--- src/rtl/hack_pkg.sv ---
// Shared types and ISA field layout for the handshaked Hack CPU.
// Jump decoding is kept here so every user agrees on the condition codes.
package hack_pkg;

    typedef enum logic [2:0] {
        StIdle,
        StFetch,
        StDread,
        StExec,
        StDwrite,
        StHalt
    } state_t;

    localparam int unsigned AbitPos = 12;
    localparam int unsigned CompMsb = 11;
    localparam int unsigned CompLsb = 6;
    localparam int unsigned DestA   = 5;
    localparam int unsigned DestD   = 4;
    localparam int unsigned DestM   = 3;

    localparam logic [2:0] JmpGt     = 3'b001;
    localparam logic [2:0] JmpEq     = 3'b010;
    localparam logic [2:0] JmpGe     = 3'b011;
    localparam logic [2:0] JmpLt     = 3'b100;
    localparam logic [2:0] JmpNe     = 3'b101;
    localparam logic [2:0] JmpLe     = 3'b110;
    localparam logic [2:0] JmpAlways = 3'b111;

    function automatic logic jump_taken(input logic [2:0] jump, input logic zr, input logic ng);
        logic taken;
        taken = 1'b0;
        case (jump)
            JmpGt:     taken = !zr && !ng;
            JmpEq:     taken = zr;
            JmpGe:     taken = !ng;
            JmpLt:     taken = ng;
            JmpNe:     taken = !zr;
            JmpLe:     taken = zr || ng;
            JmpAlways: taken = 1'b1;
            default:   taken = 1'b0;
        endcase
        return taken;
    endfunction

endpackage

--- src/rtl/hack_alu.sv ---
// Standard Hack ALU: zx/nx/zy/ny/f/no control over two WIDTH-bit operands.
module hack_alu #(
    parameter int unsigned WIDTH = 16
) (
    input  logic [WIDTH-1:0] x_i,
    input  logic [WIDTH-1:0] y_i,
    input  logic [5:0]       ctrl_i,
    output logic [WIDTH-1:0] out_o,
    output logic             zr_o,
    output logic             ng_o
);

    logic [WIDTH-1:0] xz, xn, yz, yn, f;

    always_comb begin
        xz    = ctrl_i[5] ? '0 : x_i;
        xn    = ctrl_i[4] ? ~xz : xz;
        yz    = ctrl_i[3] ? '0 : y_i;
        yn    = ctrl_i[2] ? ~yz : yz;
        f     = ctrl_i[1] ? (xn + yn) : (xn & yn);
        out_o = ctrl_i[0] ? ~f : f;
        zr_o  = (out_o == '0);
        ng_o  = out_o[WIDTH-1];
    end

endmodule

--- src/rtl/hack_cpu_hs.sv ---
// Multicycle Hack CPU with valid/ready instruction and data ports, self-loop halt
// detection and a retired-instruction counter.
module hack_cpu_hs #(
    parameter int unsigned          WIDTH      = 16,
    parameter int unsigned          PC_WIDTH   = 16,
    parameter int unsigned          ADDR_WIDTH = 16,
    parameter logic [PC_WIDTH-1:0]  RESET_PC   = '0,
    parameter bit                   HALT_EN    = 1'b1,
    parameter int unsigned          CNT_WIDTH  = 32
) (
    input  logic                  clk,
    input  logic                  reset_n,
    output logic                  imem_req,
    output logic [PC_WIDTH-1:0]   imem_addr,
    input  logic [WIDTH-1:0]      imem_rdata,
    input  logic                  imem_ready,
    output logic                  dmem_req,
    output logic                  dmem_we,
    output logic [ADDR_WIDTH-1:0] dmem_addr,
    output logic [WIDTH-1:0]      dmem_wdata,
    input  logic [WIDTH-1:0]      dmem_rdata,
    input  logic                  dmem_ready,
    output logic [PC_WIDTH-1:0]   pc,
    output logic                  halted,
    output logic [CNT_WIDTH-1:0]  retired
);
    import hack_pkg::*;

    state_t                state_q, state_d;
    logic [PC_WIDTH-1:0]   pc_q, pc_d;
    logic [WIDTH-1:0]      areg_q, areg_d, dreg_q, dreg_d;
    logic [WIDTH-1:0]      ir_q, ir_d, m_q, m_d;
    logic [CNT_WIDTH-1:0]  ret_q, ret_d;
    logic                  halt_pend_q, halt_pend_d;
    logic                  imem_req_q, imem_req_d;
    logic                  dmem_req_q, dmem_req_d, dmem_we_q, dmem_we_d;
    logic [ADDR_WIDTH-1:0] dmem_addr_q, dmem_addr_d;
    logic [WIDTH-1:0]      dmem_wdata_q, dmem_wdata_d;

    logic [WIDTH-1:0]      alu_y, alu_out;
    logic                  alu_zr, alu_ng, halt_now;
    logic [PC_WIDTH-1:0]   old_a_pc;

    assign alu_y    = ir_q[AbitPos] ? m_q : areg_q;
    assign old_a_pc = areg_q[PC_WIDTH-1:0];

    hack_alu #(
        .WIDTH(WIDTH)
    ) u_alu (
        .x_i   (dreg_q),
        .y_i   (alu_y),
        .ctrl_i(ir_q[CompMsb:CompLsb]),
        .out_o (alu_out),
        .zr_o  (alu_zr),
        .ng_o  (alu_ng)
    );

    always_comb begin
        state_d      = state_q;
        pc_d         = pc_q;
        areg_d       = areg_q;
        dreg_d       = dreg_q;
        ir_d         = ir_q;
        m_d          = m_q;
        ret_d        = ret_q;
        halt_pend_d  = halt_pend_q;
        dmem_addr_d  = dmem_addr_q;
        dmem_wdata_d = dmem_wdata_q;
        halt_now     = 1'b0;

        unique case (state_q)
            StIdle: state_d = StFetch;
            StFetch: begin
                if (imem_ready) begin
                    ir_d = imem_rdata;
                    if (imem_rdata[WIDTH-1] && imem_rdata[AbitPos]) begin
                        state_d     = StDread;
                        dmem_addr_d = areg_q[ADDR_WIDTH-1:0];
                    end else begin
                        state_d = StExec;
                    end
                end
            end
            StDread: begin
                if (dmem_ready) begin
                    m_d     = dmem_rdata;
                    state_d = StExec;
                end
            end
            StExec: begin
                ret_d = ret_q + CNT_WIDTH'(1);
                if (!ir_q[WIDTH-1]) begin
                    areg_d  = ir_q;
                    pc_d    = pc_q + PC_WIDTH'(1);
                    state_d = StFetch;
                end else begin
                    // Jump target, M address and halt test all use A before this write.
                    if (ir_q[DestA]) areg_d = alu_out;
                    if (ir_q[DestD]) dreg_d = alu_out;
                    if (jump_taken(ir_q[2:0], alu_zr, alu_ng)) begin
                        pc_d     = old_a_pc;
                        halt_now = HALT_EN && (old_a_pc == pc_q);
                    end else begin
                        pc_d = pc_q + PC_WIDTH'(1);
                    end
                    if (ir_q[DestM]) begin
                        dmem_addr_d  = areg_q[ADDR_WIDTH-1:0];
                        dmem_wdata_d = alu_out;
                        halt_pend_d  = halt_now;
                        state_d      = StDwrite;
                    end else begin
                        state_d = halt_now ? StHalt : StFetch;
                    end
                end
            end
            StDwrite: begin
                if (dmem_ready) state_d = halt_pend_q ? StHalt : StFetch;
            end
            StHalt: state_d = StHalt;
            default: state_d = StIdle;
        endcase

        // Requests come from the next state so they leave a flop, never decode logic.
        imem_req_d = (state_d == StFetch);
        dmem_req_d = (state_d == StDread) || (state_d == StDwrite);
        dmem_we_d  = (state_d == StDwrite);
    end

    always_ff @(posedge clk or negedge reset_n) begin
        if (!reset_n) begin
            state_q      <= StIdle;
            pc_q         <= RESET_PC;
            areg_q       <= '0;
            dreg_q       <= '0;
            ir_q         <= '0;
            m_q          <= '0;
            ret_q        <= '0;
            halt_pend_q  <= 1'b0;
            imem_req_q   <= 1'b0;
            dmem_req_q   <= 1'b0;
            dmem_we_q    <= 1'b0;
            dmem_addr_q  <= '0;
            dmem_wdata_q <= '0;
        end else begin
            state_q      <= state_d;
            pc_q         <= pc_d;
            areg_q       <= areg_d;
            dreg_q       <= dreg_d;
            ir_q         <= ir_d;
            m_q          <= m_d;
            ret_q        <= ret_d;
            halt_pend_q  <= halt_pend_d;
            imem_req_q   <= imem_req_d;
            dmem_req_q   <= dmem_req_d;
            dmem_we_q    <= dmem_we_d;
            dmem_addr_q  <= dmem_addr_d;
            dmem_wdata_q <= dmem_wdata_d;
        end
    end

    assign imem_req   = imem_req_q;
    assign imem_addr  = pc_q;
    assign dmem_req   = dmem_req_q;
    assign dmem_we    = dmem_we_q;
    assign dmem_addr  = dmem_addr_q;
    assign dmem_wdata = dmem_wdata_q;
    assign pc         = pc_q;
    assign halted     = (state_q == StHalt);
    assign retired    = ret_q;

endmodule

--- config.mk ---
export PLATFORM = sky130hd
export DESIGN_NAME = hack_cpu_hs
export DESIGN_NICKNAME = d
export VERILOG_FILES = /design/src/rtl/hack_pkg.sv /design/src/rtl/hack_alu.sv /design/src/rtl/hack_cpu_hs.sv
export SDC_FILE = /design/constraint.sdc
export NUM_CORES = 1
export LEC_CHECK = 0
export CORE_MARGIN = 1.5
export CORE_UTILIZATION = 55
export CTS_BUF_LIST = sky130_fd_sc_hd__clkbuf_4
export DETAILED_ROUTE_END_ITERATION = 7
export PLACE_DENSITY = 0.88
export RECOVER_POWER = 25
export SKIP_CTS_REPAIR_TIMING = 1
export SLEW_MARGIN = 5
export SYNTH_ARGS = -nofsm -noshare
export SYNTH_HDL_FRONTEND = slang
export SYNTH_SLANG_ARGS = --single-unit
--- constraint.sdc ---
create_clock -name clk -period 13.2 [get_ports clk]
set_input_delay 2.64 -clock clk [delete_from_list [all_inputs] [get_ports clk]]
set_output_delay 2.64 -clock clk [all_outputs]
set_load 0.02 [all_outputs]
==> impl_metrics.yaml, run 1 <==
# physical design summary
status:
  outcome: "complete, but fails checks"
  failed_checks: "max-capacitance violations, max-slew violations"
hold_path:
  hold_path_class: "reg2reg"
  hold_end: "retired[31]$_DFFE_PN0P_"
  hp-start: "retired[31]$_DFFE_PN0P_"
critical_path:
  path_delay_family: "buffers and inverters"
  endpoint: "areg_q[13]$_DFFE_PN0P_"
  crit_cells: 2
placed_design:
  post-place-ws_ps: 7810
  dp_hpwl_microns: 15400
  place_congestion: 0.885
  io_buffers: 135
job:
  warnings: 29
  maxCapViolations: 1
yosys:
  yosysWarnings: 0
  syn_inst: 860
  ys_sh_aoi_pct: 13.5
  yosysCellCount: 860
grt:
  grt_pass1_wl_microns: 35700
layout:
  syn_to_final_growth_pct: 19.0
sta:
  whs_ps: 477
  hold_viol_final: 0
  rsz0062_at_grt: "no"
  worstMarginPinSlew_ps: 4520
  slew_viol_final: 84
  clock-skew-final_ps: 16.3
drt:
  wire_per_inst_microns: 19.1
  drt_pass1_iterations: 7
clocking:
  clock_sinks: 151
  numCtsBuffers: 17
  clock.latency.late_pin_ps: 570
  cts_tree: "yes"
  cts_htree_levels: 4
floorplan:
  fp_util_pct: 56.4
==> run 1: sequential cells by signal (all words and copies together), names as in the netlist <==
name         flops
retired         32
areg_q          16
dmem_addr       16
dmem_wdata      16
dreg_q          16
imem_addr       16
ir_q            16
m_q             16
state_q          3
dmem_req         1
dmem_we          1
halt_pend_q      1
imem_req         1
==> run 1: cell type report <==
class                      instances  area, sq um
inverter                          20         75.1
fill                            1146         5000
tap                              188          235
antenna                            1         2.50
clock buffer                      19          143
timing repair buffer             144         1410
multi-input combinational        629         4390
clock inverter                    13          178
sequential                       151         3780
==> run 1: per-stage QoR <==
step                      cell area (sq um)  util, %
final                                 10200     67.1
after global routing                  10200     67.1
after CTS                             10200     67.3
after detailed placement               9900     65.2
after global placement                 9900     65.2
after floorplan                        8580        -
==> run 1: logic make-up after synthesis <==
group,count (synthesis)
xor+xnor,97
compound gates,182
simple gates,246
flops,151
mux,85
fa+ha+maj,19
buf+inv,80
==> run 1: metal layers <==
metal	vias up	track usage, %	share of wire, %
met1	3380	37.5	41
met5	-	0	0
met3	58	7.64	9.6
met4	0	11.3	3.1
li1	3244	-	-
met2	354	44.2	46
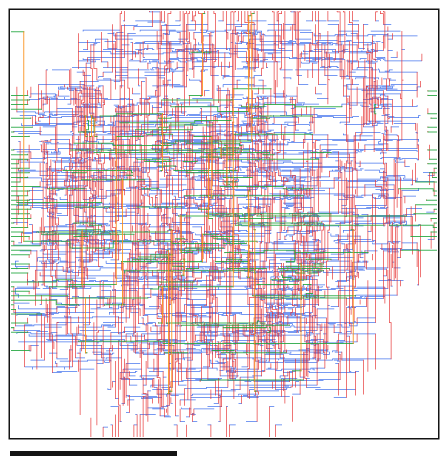
*Metal layers overlaid, run 1*
Scale bar: 50 microns.
| color | layer | wire length |
|---|---|---|
| orange | M4 | 680 microns |
| red | M2 | 10300 microns |
| blue | M1 | 9110 microns |
| green | M3 | 2130 microns |

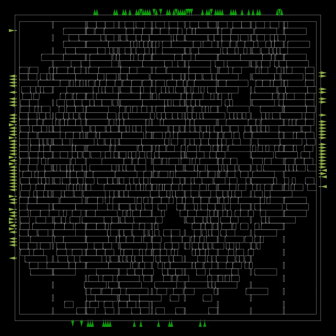
*Placement view, run 1*
number of flip-flops and latches: 151
flop share of the area: 37.0%

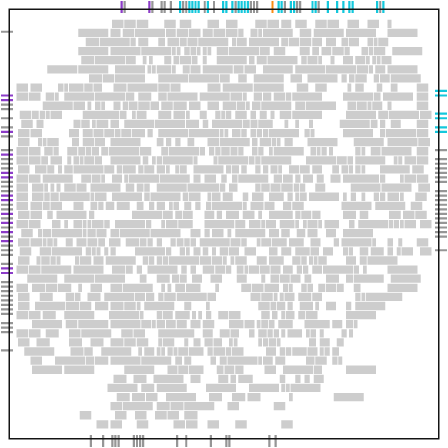
*I/O pins on the die edge, run 1*
Pins as bars across the die edge, other pins in gray.
| color | port | pins | direction | edge |
|---|---|---|---|---|
| cyan | `retired` | 32 | output | 26 top, 6 right |
| purple | `pc` | 16 | output | 14 left, 2 top |
| orange | `dmem_we` | 1 | output | top |
all pins by edge: 48 left, 47 top, 25 right, 16 bottom

==> run 1 -> run 2 <==
--- a/config.mk
+++ b/config.mk
@@ -6,10 +6,10 @@
 export NUM_CORES = 1
 export LEC_CHECK = 0
 export CORE_MARGIN = 1.5
-export CORE_UTILIZATION = 55
+export CORE_UTILIZATION = 51
 export CTS_BUF_LIST = sky130_fd_sc_hd__clkbuf_4
 export DETAILED_ROUTE_END_ITERATION = 7
-export PLACE_DENSITY = 0.88
+export PLACE_DENSITY = 0.85
 export RECOVER_POWER = 25
 export SKIP_CTS_REPAIR_TIMING = 1
 export SLEW_MARGIN = 5
==> constraint.sdc (replaced) <==
create_clock -name clk -period 5.6 [get_ports clk]
set_input_delay 1.12 -clock clk [delete_from_list [all_inputs] [get_ports clk]]
set_output_delay 1.12 -clock clk [all_outputs]
set_load 0.02 [all_outputs]
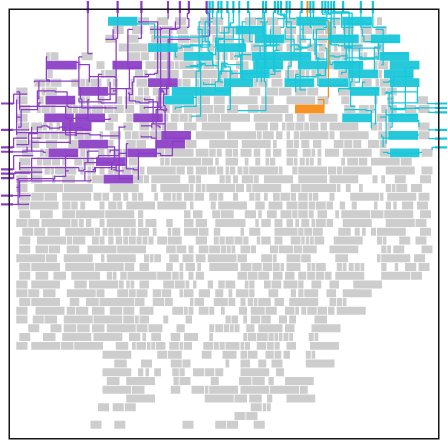
*Nets reached from selected ports, run 2*
| color | port | direction | end cells | buffers | wire |
|---|---|---|---|---|---|
| purple | `pc` | output | 16 | 16 | 981 microns |
| orange | `dmem_we` | output | 1 | 1 | 37.0 microns |
| cyan | `retired` | output | 32 | 32 | 1240 microns |

==> run 2 against run 1 <==
Effect of this change:
- the flow still finishes with violations (max-capacitance violations, max-slew violations)
- core utilization down 4.7 points
- design area up 1.0%
- count of clock-buffer cells in the layout unchanged
==> impl_metrics.yaml, run 2 <==
# physical design summary
drt:
  wl_met3_microns: 1630
  wire_per_inst_microns: 18.1
  highest_layer: "met4"
  drt_pass1_iterations: 7
layout:
  buf_share_pct: 14.3
  diodes: 1
  fillCellCount: 1310
  inverters_excl_clock: 20
  logic_area_sq_mm: 0.00440
  flops: 151
  largest_cell_class: "combinational gates"
  final_util_pct: 62.4
  syn_to_final_growth_pct: 20.2
sta:
  slew_viol_final: 116
  clock-skew-final_ps: 20.0
  rsz0062_at_grt: "no"
  worstMarginPinSlew_ps: 2790
clocking:
  clock.latency.late_pin_ps: 570
  cts_htree_levels: 4
  numCtsBuffers: 17
status:
  outcome: "complete, but fails checks"
  failed_checks: "max-capacitance violations, max-slew violations"
placed_design:
  io_buffers: 135
  postPlaceCellArea_sq_mm: 0.0100
grt:
  grtUsageMet1_pct: 35.3
  busiest_layer: "met2"
floorplan:
  num_tap_cells: 220
  fp_util_pct: 51.9
yosys:
  yosysCellCount: 860
job:
  maxCapViolations: 1
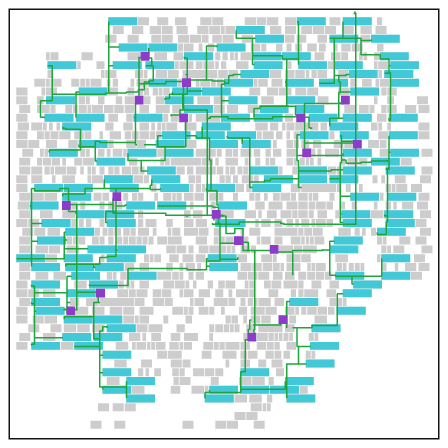
*Clock distribution, run 2*
[cyan] flip-flops | count: 151
[purple] clock-net drivers | count: 17
[green] clock wires | length: 1760 microns
flops lie: all over the die
routed clock nets: 18

[run 2: cell counts after synthesis]
Identical to the previous run, type by type.
[run 2: logic make-up (layout without fill, tap and decap cells)]
group,Yosys count,count (layout),share of synthesized area (%)
AOI/OAI and AO/OA,182,182,13.5
xor gates and xnor gates,97,97,9.90
adders and majority gates,19,19,2.86
buffers and inverters,80,204,4.86
DFF,151,151,44.0
muxes,85,85,10.6
other,0,1,0
and+or+nand+nor,246,246,14.3
[run 2: worst paths after layout]
check                                                  to  cells after the start                    start  slack, ps
max in group asynchronous            ir_q[12]$_DFFE_PN0P_                      1                  reset_n       2390
worst min register to register    retired[31]$_DFFE_PN0P_                      1  retired[31]$_DFFE_PN0P_        480
min in group asynchronous         retired[22]$_DFFE_PN0P_                      1                  reset_n       1380
worst min-delay path              retired[31]$_DFFE_PN0P_                      1  retired[31]$_DFFE_PN0P_        480
worst max-delay path            imem_addr[15]$_DFFE_PN0P_                     17     ir_q[12]$_DFFE_PN0P_        520
worst max register to register  imem_addr[15]$_DFFE_PN0P_                     17     ir_q[12]$_DFFE_PN0P_        520
[run 2: worst register-to-register path: stages, from the launching register on]
cell      delay [ps]
dfrtp_2          590
mux2i_1          230
nor2_1            60
xor2_1           170
ha_1             280
fa_1             450
a211oi_1         270
o21ai_1          230
o21ai_0          470
a211oi_1         160
a211oi_2         280
xnor2_1          170
and4_1           270
a21bo_2          250
a311oi_4         280
buf_4            400
o21ai_0          170
a22oi_1          250
==> run 2 -> run 3 <==
--- a/config.mk
+++ b/config.mk
@@ -6,10 +6,10 @@
 export NUM_CORES = 1
 export LEC_CHECK = 0
 export CORE_MARGIN = 1.5
-export CORE_UTILIZATION = 51
+export CORE_UTILIZATION = 55
 export CTS_BUF_LIST = sky130_fd_sc_hd__clkbuf_4
 export DETAILED_ROUTE_END_ITERATION = 7
-export PLACE_DENSITY = 0.85
+export PLACE_DENSITY = 0.88
 export RECOVER_POWER = 25
 export SKIP_CTS_REPAIR_TIMING = 1
 export SLEW_MARGIN = 5
==> constraint.sdc (replaced) <==
create_clock -name clk -period 5.1 [get_ports clk]
set_input_delay 1.02 -clock clk [delete_from_list [all_inputs] [get_ports clk]]
set_output_delay 1.02 -clock clk [all_outputs]
set_load 0.02 [all_outputs]
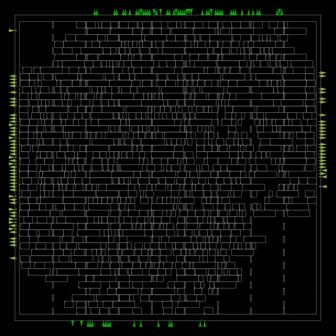
*Placement view, run 3*
core area: 0.0152 sq mm
num rows: 45
Filler Cell Count: 1144
Finished Layout Cells: 1178
Finished Core Util: 67.8%

==> run 3 against run 2 <==
Effect of this change:
- the run still ends with max-capacitance violations, max-slew violations left
- setup slack lost 240 ps
- count of clock-buffer cells in the layout shrank 2
- core utilization grew 5.5 points
- critical path depth is the same
- first-iteration DRC count shrank 6.1%
- synthesized cell count is the same
- die size shrank 7.1%
- critical path type unchanged
- largest cell class unchanged
- highest routed layer unchanged
==> impl_metrics.yaml, run 3 <==
# physical design summary
status:
  outcome: "complete, but fails checks"
  failed_checks: "max-capacitance violations, max-slew violations"
critical_path:
  crit_type: "reg2reg"
  cp.required_ps: 5550
  timing.reg2reg.setup_slack_ps: 270
  rr_worst_depth: 17
  crit_start: "ir_q[12]$_DFFE_PN0P_"
  timing.rr.start: "ir_q[12]$_DFFE_PN0P_"
  endpoint: "imem_addr[10]$_DFFE_PN0P_"
  r2r-end: "imem_addr[10]$_DFFE_PN0P_"
drt:
  vias_per_cell: 6.08
  drt_pass1_iterations: 7
  antenna_left: 0
  wire_per_inst_microns: 19.0
floorplan:
  die_area_sq_mm: 0.0164
  fp.dieW_microns: 128
  fp_util_pct: 56.4
hold_path:
  whs_path_depth: 1
  hp-start: "retired[31]$_DFFE_PN0P_"
  hold_end: "retired[31]$_DFFE_PN0P_"
yosys:
  synth_area_sq_mm: 0.00858
  yosys.cell_types.count: 71
  yosysCellCount: 860
  synth_chip_area_sq_mm: 0.00858
clocking:
  cts_htree_levels: 4
  clock.latency.late_pin_ps: 590
  numCtsBuffers: 17
layout:
  layout_top_cell: "dfrtp_1"
  logic_area_sq_mm: 0.00439
  syn_to_final_growth_pct: 20.2
placed_design:
  post-place-ws_ps: 366
  io_buffers: 135
  postPlaceCellArea_sq_mm: 0.0100
job:
  maxCapViolations: 1
  warnings: 26
sta:
  clock-skew-final_ps: 31.2
  worstMarginPinSlew_ps: 2890
  slew_viol_final: 56
  whs_ps: 480
  finalSetupViolations: 0
  rsz0062_at_grt: "no"
grt:
  grtUsageTotal_pct: 28.4
  grt_pass1_vias: 6958
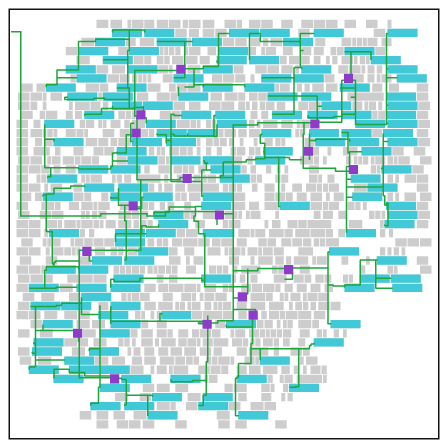
*Clock distribution, run 3*
[purple] clock-net drivers | count: 17
[green] clock wires | length: 1840 microns
[cyan] flip-flops | count: 151
routed clock nets: 18
flops lie: all over the die

==> run 3: cell types whose count changed in the layout (fill, tap and decap cells not counted), sizes merged <==
cell,delta
clkinv,+2
buf,+4
bufinv,-2
inv,+2
clkbuf,-1
==> run 3: logic make-up after synthesis <==
kind of cell,Yosys count,synth area share (%)
and+or+nand+nor,246,14.3
AOI/OAI and AO/OA,182,13.5
DFF,151,44.0
xor gates and xnor gates,97,9.90
muxes,85,10.6
buffers and inverters,80,4.86
adders and majority gates,19,2.86
==> run 3: cell type report <==
type | count | area share (%)
tap | 188 | 2.28
multi-input combinational | 629 | 42.6
clock inverter | 15 | 1.78
clock buffer | 17 | 1.24
sequential | 151 | 36.7
timing repair buffer | 157 | 14.7
inverter | 20 | 0.728
antenna | 1 | 0.0243
==> run 3: per-layer routing <==
| layer | GRT usage, % | share of wire [%] | vias up |
|---|---|---|---|
| met1 | 38.1 | 42 | 3496 |
| met5 | 0 | 0 | - |
| met3 | 6.09 | 7.6 | 58 |
| li1 | - | - | 3278 |
| met2 | 44.8 | 47 | 332 |
| met4 | 11.7 | 3.2 | 0 |
==> run 3: worst max-delay path, cell delays in order, from the launching register on <==
cell and delay, ps:
dfrtp_2 510, mux2i_1 220, nor2_1 70, xor2_1 170
ha_1 300, fa_1 450, a21o_2 220, a21o_1 170
a221oi_1 350, xnor2_1 250, a21boi_0 390, o211a_1 240
and4_1 280, nand3_2 130, a311oi_4 360, buf_12 240
mux2i_1 240, a22oi_1 90
